### Cell placement, run 1

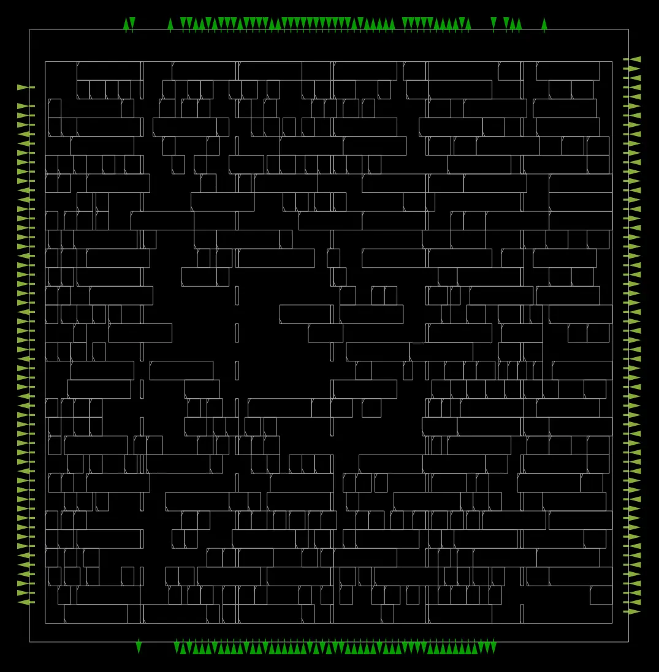
### Cells by drive strength, run 1

(6 px per um)
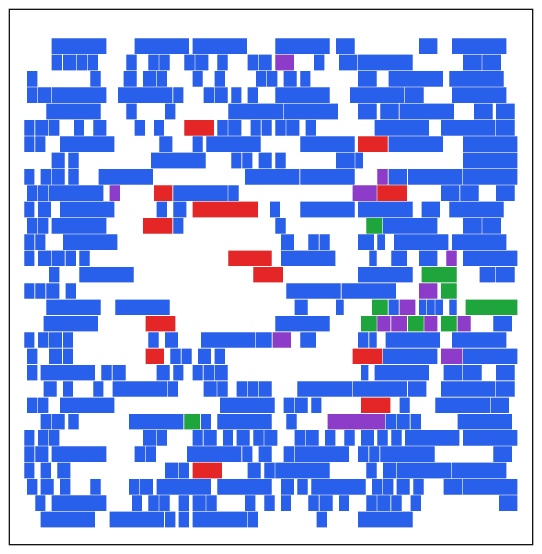
### Ports around the boundary, run 1

(6 px per um) Pins as bars across the die edge, other pins in grey.
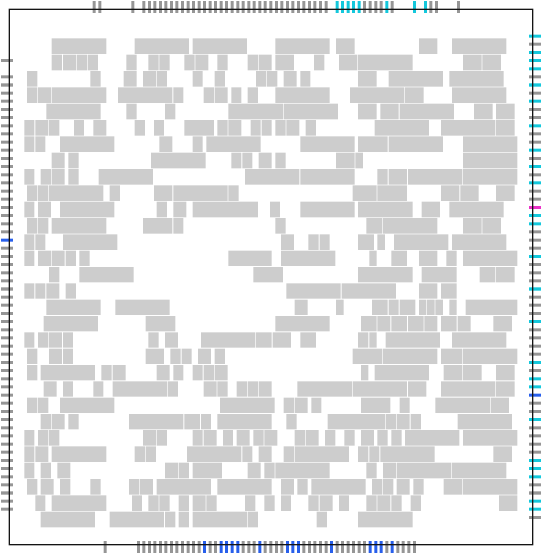
### Signal wires by layer, run 1

(6 px per um) Only two layers are drawn.
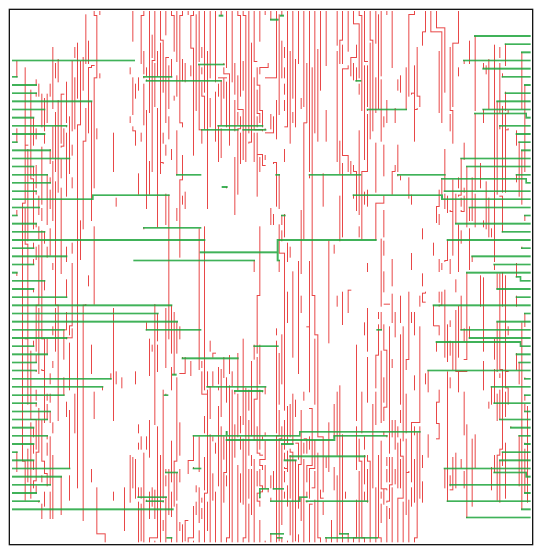
$ cat config.mk
export PLATFORM = sky130hd
export DESIGN_NAME = dmem_arbiter_flat
export DESIGN_NICKNAME = d
export VERILOG_FILES = /design/src/rtl/dmem_arbiter_if.sv /design/src/rtl/dmem_arbiter.sv /design/src/flat_wrapper.sv
export SDC_FILE = /design/constraint.sdc
export NUM_CORES = 1
export LEC_CHECK = 0
export CORE_AREA = 2 2 85 87
export CTS_BUF_LIST = sky130_fd_sc_hd__clkbuf_8 sky130_fd_sc_hd__clkbuf_16
export DETAILED_ROUTE_END_ITERATION = 10
export DIE_AREA = 0 0 87 89
export DONT_BUFFER_PORTS = 1
export PLACE_DENSITY = 0.74
export RECOVER_POWER = 50
export SETUP_SLACK_MARGIN = 0.5
export SLEW_MARGIN = 20
export SYNTH_ARGS = -nofsm -noshare
export SYNTH_HDL_FRONTEND = slang
export SYNTH_SLANG_ARGS = --single-unit
$ cat constraint.sdc
create_clock -name clk -period 4.2 [get_ports clk]
set_clock_uncertainty 0.2 [all_clocks]
set_input_delay 1.26 -clock clk [delete_from_list [all_inputs] [get_ports clk]]
set_output_delay 1.26 -clock clk [all_outputs]
set_load 0.02 [all_outputs]
$ cat src/rtl/dmem_arbiter_if.sv
// Shared-memory bus: two requester ports, a tagged response and the memory side.
// The arbiter takes the slave view; requesters and memory model take the master view.
interface dmem_arbiter_if #(
    parameter int ADDR_W = 16,
    parameter int DATA_W = 32
);
    logic              p0_req;
    logic              p0_we;
    logic [ADDR_W-1:0] p0_addr;
    logic [DATA_W-1:0] p0_wdata;
    logic              p0_gnt;

    logic              p1_req;
    logic              p1_we;
    logic [ADDR_W-1:0] p1_addr;
    logic [DATA_W-1:0] p1_wdata;
    logic              p1_gnt;

    logic              rsp_valid;
    logic              rsp_id;
    logic [DATA_W-1:0] rsp_rdata;
    logic              rsp_err;

    logic [ADDR_W-1:0] mem_addr;
    logic              mem_we;
    logic [DATA_W-1:0] mem_wdata;
    logic [DATA_W-1:0] mem_rdata;

    modport master (
        output p0_req, p0_we, p0_addr, p0_wdata,
        output p1_req, p1_we, p1_addr, p1_wdata,
        output mem_rdata,
        input  p0_gnt, p1_gnt,
        input  rsp_valid, rsp_id, rsp_rdata, rsp_err,
        input  mem_addr, mem_we, mem_wdata
    );

    modport slave (
        input  p0_req, p0_we, p0_addr, p0_wdata,
        input  p1_req, p1_we, p1_addr, p1_wdata,
        input  mem_rdata,
        output p0_gnt, p1_gnt,
        output rsp_valid, rsp_id, rsp_rdata, rsp_err,
        output mem_addr, mem_we, mem_wdata
    );
endinterface

$ cat src/rtl/dmem_arbiter.sv
// Round-robin two-port arbiter and IDLE/ACCESS/RESP sequencer in front of
// the single-port DataMemory; one access per three cycles.
module dmem_arbiter #(
    parameter int ADDR_W    = 16,
    parameter int DATA_W    = 32,
    parameter int MEM_DEPTH = 256
) (
    input  logic           clk,
    input  logic           rst,
    dmem_arbiter_if.slave  bus
);

    typedef enum logic [1:0] {
        IDLE   = 2'd0,
        ACCESS = 2'd1,
        RESP   = 2'd2
    } state_t;

    localparam logic [ADDR_W:0] LP_DEPTH = MEM_DEPTH[ADDR_W:0];

    state_t            r_state;
    state_t            w_next;

    logic              r_last;
    logic [ADDR_W-1:0] r_addr;
    logic [DATA_W-1:0] r_wdata;
    logic              r_we;
    logic              r_id;
    logic              r_err;

    logic [DATA_W-1:0] r_rsp_rdata;
    logic              r_rsp_err;
    logic              r_rsp_id;

    logic              w_gnt0;
    logic              w_gnt1;
    logic              w_take;
    logic [ADDR_W-1:0] w_win_addr;
    logic [DATA_W-1:0] w_win_wdata;
    logic              w_win_we;
    logic              w_win_err;

    // Tie goes to the port that did not win last time.
    always_comb begin
        w_gnt0 = 1'b0;
        w_gnt1 = 1'b0;
        if (r_state == IDLE && !rst) begin
            unique case ({bus.p1_req, bus.p0_req})
                2'b01: w_gnt0 = 1'b1;
                2'b10: w_gnt1 = 1'b1;
                2'b11: begin
                    if (r_last) w_gnt0 = 1'b1;
                    else        w_gnt1 = 1'b1;
                end
                default: ;
            endcase
        end
    end

    assign w_take      = w_gnt0 | w_gnt1;
    assign w_win_addr  = w_gnt1 ? bus.p1_addr  : bus.p0_addr;
    assign w_win_wdata = w_gnt1 ? bus.p1_wdata : bus.p0_wdata;
    assign w_win_we    = w_gnt1 ? bus.p1_we    : bus.p0_we;
    assign w_win_err   = ({1'b0, w_win_addr} >= LP_DEPTH);

    always_comb begin
        w_next = r_state;
        unique case (r_state)
            IDLE:    if (w_take) w_next = ACCESS;
            ACCESS:  w_next = RESP;
            RESP:    w_next = IDLE;
            default: w_next = IDLE;
        endcase
    end

    always_ff @(posedge clk or posedge rst) begin
        if (rst) r_state <= IDLE;
        else     r_state <= w_next;
    end

    always_ff @(posedge clk or posedge rst) begin
        if (rst) begin
            r_last  <= 1'b1;
            r_addr  <= '0;
            r_wdata <= '0;
            r_we    <= 1'b0;
            r_id    <= 1'b0;
            r_err   <= 1'b0;
        end else if (r_state == IDLE && w_take) begin
            r_last  <= w_gnt1;
            r_addr  <= w_win_addr;
            r_wdata <= w_win_wdata;
            r_we    <= w_win_we;
            r_id    <= w_gnt1;
            r_err   <= w_win_err;
        end
    end

    // Response fields hold until the next access overwrites them.
    always_ff @(posedge clk or posedge rst) begin
        if (rst) begin
            r_rsp_rdata <= '0;
            r_rsp_err   <= 1'b0;
            r_rsp_id    <= 1'b0;
        end else if (r_state == ACCESS) begin
            r_rsp_rdata <= (r_we | r_err) ? '0 : bus.mem_rdata;
            r_rsp_err   <= r_err;
            r_rsp_id    <= r_id;
        end
    end

    assign bus.p0_gnt    = w_gnt0;
    assign bus.p1_gnt    = w_gnt1;
    assign bus.rsp_valid = (r_state == RESP);
    assign bus.rsp_id    = r_rsp_id;
    assign bus.rsp_rdata = r_rsp_rdata;
    assign bus.rsp_err   = r_rsp_err;

    // Address/data stay latched so the level-sensitive write sees stable values.
    assign bus.mem_addr  = r_addr;
    assign bus.mem_wdata = r_wdata;
    assign bus.mem_we    = (r_state == ACCESS) & r_we & ~r_err;

endmodule

$ cat src/flat_wrapper.sv
// flat-port wrapper written by rule: the top's interface ports become plain ports
module dmem_arbiter_flat 
#(
    parameter int ADDR_W    = 16,
    parameter int DATA_W    = 32,
    parameter int MEM_DEPTH = 256
)
  (clk, rst, bus_p0_req, bus_p0_we, bus_p0_addr, bus_p0_wdata, bus_p1_req, bus_p1_we, bus_p1_addr, bus_p1_wdata, bus_mem_rdata, bus_p0_gnt, bus_p1_gnt, bus_rsp_valid, bus_rsp_id, bus_rsp_rdata, bus_rsp_err, bus_mem_addr, bus_mem_we, bus_mem_wdata);
  dmem_arbiter_if #(.ADDR_W(ADDR_W), .DATA_W(DATA_W)) bus_i ();
  input  logic clk;
  input  logic rst;
  input wire logic [$bits(bus_i.p0_req)-1:0] bus_p0_req;
  input wire logic [$bits(bus_i.p0_we)-1:0] bus_p0_we;
  input wire logic [$bits(bus_i.p0_addr)-1:0] bus_p0_addr;
  input wire logic [$bits(bus_i.p0_wdata)-1:0] bus_p0_wdata;
  input wire logic [$bits(bus_i.p1_req)-1:0] bus_p1_req;
  input wire logic [$bits(bus_i.p1_we)-1:0] bus_p1_we;
  input wire logic [$bits(bus_i.p1_addr)-1:0] bus_p1_addr;
  input wire logic [$bits(bus_i.p1_wdata)-1:0] bus_p1_wdata;
  input wire logic [$bits(bus_i.mem_rdata)-1:0] bus_mem_rdata;
  output wire logic [$bits(bus_i.p0_gnt)-1:0] bus_p0_gnt;
  output wire logic [$bits(bus_i.p1_gnt)-1:0] bus_p1_gnt;
  output wire logic [$bits(bus_i.rsp_valid)-1:0] bus_rsp_valid;
  output wire logic [$bits(bus_i.rsp_id)-1:0] bus_rsp_id;
  output wire logic [$bits(bus_i.rsp_rdata)-1:0] bus_rsp_rdata;
  output wire logic [$bits(bus_i.rsp_err)-1:0] bus_rsp_err;
  output wire logic [$bits(bus_i.mem_addr)-1:0] bus_mem_addr;
  output wire logic [$bits(bus_i.mem_we)-1:0] bus_mem_we;
  output wire logic [$bits(bus_i.mem_wdata)-1:0] bus_mem_wdata;
  assign bus_i.p0_req = bus_p0_req;
  assign bus_i.p0_we = bus_p0_we;
  assign bus_i.p0_addr = bus_p0_addr;
  assign bus_i.p0_wdata = bus_p0_wdata;
  assign bus_i.p1_req = bus_p1_req;
  assign bus_i.p1_we = bus_p1_we;
  assign bus_i.p1_addr = bus_p1_addr;
  assign bus_i.p1_wdata = bus_p1_wdata;
  assign bus_i.mem_rdata = bus_mem_rdata;
  assign bus_p0_gnt = bus_i.p0_gnt;
  assign bus_p1_gnt = bus_i.p1_gnt;
  assign bus_rsp_valid = bus_i.rsp_valid;
  assign bus_rsp_id = bus_i.rsp_id;
  assign bus_rsp_rdata = bus_i.rsp_rdata;
  assign bus_rsp_err = bus_i.rsp_err;
  assign bus_mem_addr = bus_i.mem_addr;
  assign bus_mem_we = bus_i.mem_we;
  assign bus_mem_wdata = bus_i.mem_wdata;
  dmem_arbiter #(.ADDR_W(ADDR_W), .DATA_W(DATA_W), .MEM_DEPTH(MEM_DEPTH)) u_core (.clk(clk), .rst(rst), .bus(bus_i));
endmodule
==> changes_impl.md, run 1 <==
### Implementation results

* Combinational share of power at 0.174
* CP top delay family: buffers and inverters
* Antenna Cells at 0
* Initial antenna violation count at 0
* Area Overhead vs Synth at 3.84%
* Cycle use final at 0.879
* Hold WC Path Type: flip-flop to flip-flop
* Power Density at 585 nW/um^2
* Final Instance Area at 4130 um^2
* Avg Inst Size Synth at 10.1 um^2
* YS chip area at 3980 um^2
* Critical Path Start: u_core.r_state[0]$_DFFE_PP0P_
* Drc violations at 0
* Synth area leaders: dfrtp_1 (55%), a31oi_1 (7.7%), a22o_1 (7.0%), a21oi_1 (6.4%), nand3_1 (6.2%)
* DIE HEIGHT at 89 um
* Critical-path cell list: or2b_1 -> clkbuf_1 -> nor3_1 -> clkbuf_1 -> a22o_1
* Pwr Total at 2410 uW
* Synth Cell Area at 3980 um^2
* Hold-critical path endpoint: u_core.r_last$_DFFE_PP1P_
* Syn Inst Count at 394
* Root Buffer: clkbuf_8
* Cell internal pwr at 1470 uW
* Status: finished with violations
* Count of library flops with an enable pin at 0
* Levels on crit path at 5
* Die Width at 87 um
* Count leader, synth: dfrtp_1
* Yosys Instances at 394
* Clk latency late pin at 0.35 ns
* Router iterations before antenna repair at 5
* Failing checks: capacitance limit, slew limit
* Worst EP required at 4.28 ns
* Startpoint class of the critical path: flip-flop
* Complex Gates by Area at 0.283
* Slew margin rel. at -0.480
* Largest net degree at the start of global routing at 53
* Worst path arrival time at 3.77 ns
* Leading power group: sequential cells
* Slew Limit Fails at 128
* Critical-path maximum fanout at 37
* # Max-Cap Violations at 3
* Post-Synth Simple-Gate Area at 0.0982
* Xor+xnor area frac at 0
* Final Hold Vio Count at 0
* Dpl ws at 0.604 ns
* M1 WL at 3890 um
* NumNets Final at 503
* First-pass GRT wire length at 16000 um
* Final setup viols at 0
* CP max-delay cell: nor3_1
* Grt met2 use at 0.430
* Post-DP HPWL at 6780 um
* Flop pwr share at 0.587
* Cts repair resizes at 0
* Worst reg2reg setup slack at 0.51 ns
-- 'Cell placement' (at the start) --
sequential fraction of total cell area: 0.534
Tapcells: 80
final std cells w/o fill: 454
core area: 6720 um^2

-- 'Cells by drive strength' (at the start) --
Key: purple = _2 cells [cells 14]; green = _3 and _4 cells [cells 9]; red = _6 and larger [cells 13]; blue = _0 and _1 cells [cells 338]

-- 'Ports around the boundary' (at the start) --
Key: cyan = bus_mem_rdata [pins 32, direction input, edge 24 right, 8 top]; blue = bus_p1_addr [pins 16, direction input, edge 14 bottom, 1 left, 1 right]; magenta = bus_mem_we [pins 1, direction output, edge right]
All pins by edge: 60 right, 55 left, 53 top, 52 bottom.

-- 'Signal wires by layer' (at the start) --
Key: green = metal 3 [wire length 1160 um]; red = metal 2 [wire length 5220 um]
drt total wl: 10600 um
Vias: 3213
wire per inst: 23.3 um
Tot GR Track Use: 0.266

-- run 1: placed cells by master (no fill, tap or decap), drive strengths merged, types with 4 or more instances in the layout --
cell type / netlist / layout
dfrtp: 87 / 87
a21oi: 51 / 51
o21ai: 50 / 50
nand3: 49 / 49
a31oi: 49 / 49
a22o: 32 / 32
clkbuf: 30 / 13
buf: 16 / 6
inv: 4 / 6
nor4: 4 / 4
-- run 1: layout make-up --
type | count | area (um^2)
Clock buffer | 9 | 124
Clock inverter | 7 | 71.3
Fill cell | 560 | 2590
Inverter | 4 | 16.3
Multi-Input combinational cell | 256 | 1540
Sequential cell | 88 | 2200
Tap cell | 80 | 100
Timing Repair Buffer | 10 | 73.8
-- run 1: worst min-delay path: stages (launching register included) --
cell	delay, ns
dfstp_2	0.40
nor2_1	0.10
a21oi_1	0.05
## Run 2: what changed since run 1
CTS_CLUSTER_SIZE = 8   (was not set)
SETUP_SLACK_MARGIN = not set   (was 0.5)
==> run 2 against run 1 <==
  * The run still ends with capacitance limit, slew limit left
  * Synthesized cell count stayed put
  * Setup slack worse by 0.031 ns
  * Maximum frequency is 0.84% lower
  * Flip-flop count stayed put
  * Combinational power hardly changed
  * Critical endpoint is now bus_p1_gnt
==> changes_impl.md, run 2 <==
### Implementation results

* Levels on crit path at 2 (was 5)
* Root Buffer: clkbuf_8 (unchanged)
* YS chip area at 3980 um^2 (unchanged)
* Failing checks: capacitance limit, slew limit (unchanged)
* Cycle use final at 0.886 (was 0.879)
* Grt met2 use at 0.421 (was 0.430)
* Tot GR Track Use at 0.254 (was 0.266)
* Wire per inst at 22.6 um (was 23.3 um)
* Cell internal pwr at 1420 uW (was 1470 uW)
* Number of fill cells at 577 (was 560)
* Final Hold Vio Count at 0 (unchanged)
* Most frequent cells in the layout: dfrtp_1 (87), a21oi_1 (51), nand3_1 (49), a31oi_1 (49), o21ai_1 (47) (was dfrtp_1 (87), a21oi_1 (50), nand3_1 (49), a31oi_1 (49), o21ai_1 (47))
* Critical-path maximum fanout at 4 (was 37)
* Worst slew pin tran at 2.29 ns (was 2.22 ns)
* Clk latency late pin at 0.36 ns (was 0.35 ns)
* Antenna Cells at 0 (unchanged)
* Slew margin rel. at -0.537 (was -0.480)
* Worst path arrival time at 2.26 ns (was 3.77 ns)
* Worst EP required at 2.74 ns (was 4.28 ns)
* Slew Limit Fails at 144 (was 128)
* Avg Inst Size Synth at 10.1 um^2 (unchanged)
* Flop pwr share at 0.599 (was 0.587)
* Core area at 6720 um^2 (unchanged)
* Leading power group: sequential cells (unchanged)
* Pwr Total at 2360 uW (was 2410 uW)
* Final setup viols at 0 (unchanged)
* CP top delay family: simple AND/OR/NAND/NOR gates (was buffers and inverters)
* Router iterations before antenna repair at 5 (unchanged)
* First-pass GRT wire length at 15300 um (was 16000 um)
* Power Density at 574 nW/um^2 (was 585 nW/um^2)
* Synth area leaders: dfrtp_1 (55%), a31oi_1 (7.7%), a22o_1 (7.0%), a21oi_1 (6.4%), nand3_1 (6.2%) (unchanged)
* CP max-delay cell: or4b_2 (was nor3_1)
* P_clk at 532 uW (was 577 uW)
* Dpl ws at 0.479 ns (was 0.604 ns)
* Largest net degree at the start of global routing at 54 (was 53)
* Count of library flops with an enable pin at 0 (unchanged)
* Commonest Layout Cell: dfrtp_1 (unchanged)
* Post-DP HPWL at 6780 um (about the same)
* Vias at 3214 (was 3213)
* Worst reg2reg setup slack at 0.98 ns (was 0.51 ns)
* Combinational share of power at 0.176 (was 0.174)
* Hold WC Path Type: flip-flop to flip-flop (unchanged)
* Yosys Instances at 394 (unchanged)
* Critical Path Start: rst (was u_core.r_state[0]$_DFFE_PP0P_)
* Synth Cell Area at 3980 um^2 (unchanged)
* Register area at 2200 um^2 (unchanged)
* Status: finished with violations (unchanged)
* Hold-critical path endpoint: u_core.r_last$_DFFE_PP1P_ (unchanged)
* Count leader, synth: dfrtp_1 (unchanged)
* # Max-Cap Violations at 3 (unchanged)
* NumNets Final at 505 (was 503)
* Area Overhead vs Synth at 3.56% (was 3.84%)
* Initial core utilization at 0.592 (unchanged)
* Cts repair resizes at 0 (unchanged)
* Critical-path cell list: or4b_2 -> nor2_1 (was or2b_1 -> clkbuf_1 -> nor3_1 -> clkbuf_1 -> a22o_1)
run 2: final cells by class:
type | count | share of cell area
inverter | 4 | 0.00395
multi-input combinational | 256 | 0.375
clock inverter | 7 | 0.0131
clock buffer | 9 | 0.0301
sequential | 88 | 0.535
timing repair buffer | 12 | 0.0182
tap | 80 | 0.0243
run 2: cell families (layout without fill, tap and decap cells):
group | count (synthesis) | after routing | share of synthesized area
compound gates | 186 | 186 | 0.283
mux | 1 | 1 | 0.00283
flops | 88 | 88 | 0.554
simple gates | 69 | 69 | 0.0982
buf+inv | 50 | 32 | 0.0617
run 2: per-stage QoR:
stage,instances,cell area [um^2]
floorplan,394,3980
global placement,440,3960
detailed placement,440,3960
CTS,456,4130
global route,456,4120
finish,456,4120
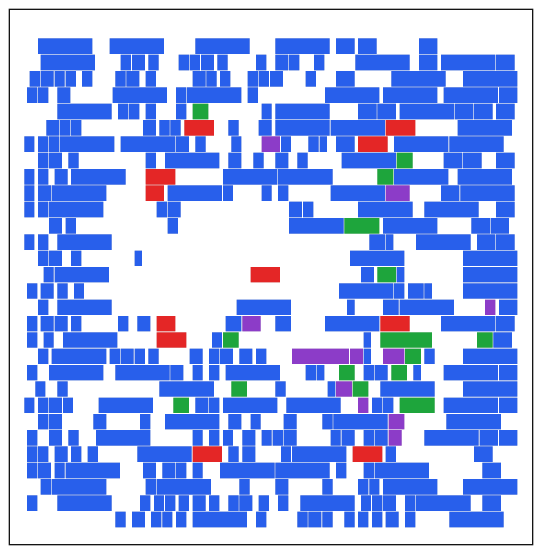
*Cells by drive strength, run 2*
(6 px per um)
Key: purple = _2 cells [cells 11]; blue = _0 and _1 cells [cells 339]; green = _3 and _4 cells [cells 15]; red = _6 and larger [cells 11]

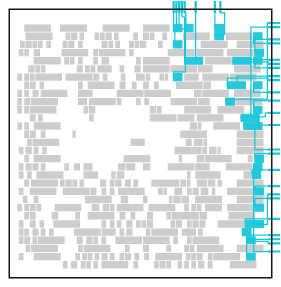
*Nets reached from selected ports, run 2*
(3 px per um)
Key: cyan = bus_mem_rdata [bits 32, direction input, end cells 32, wire 430 um]

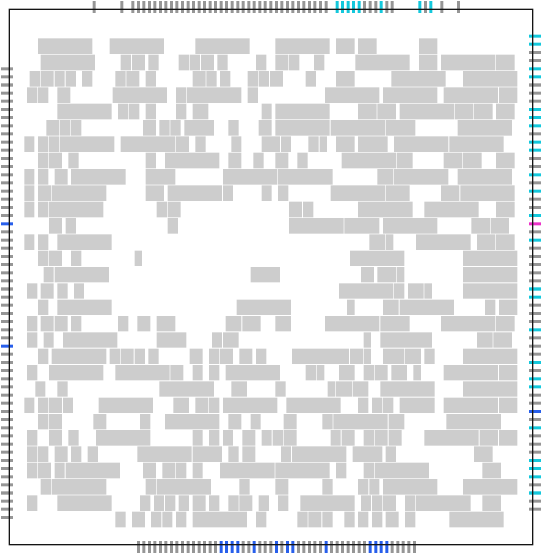
*Ports around the boundary, run 2*
(6 px per um) Pins as bars across the die edge, other pins in grey.
Port Buffers: 0
DIE HEIGHT: 89 um
Die Width: 87 um

No activity file was given, so power comes from the tool's default toggle rates.
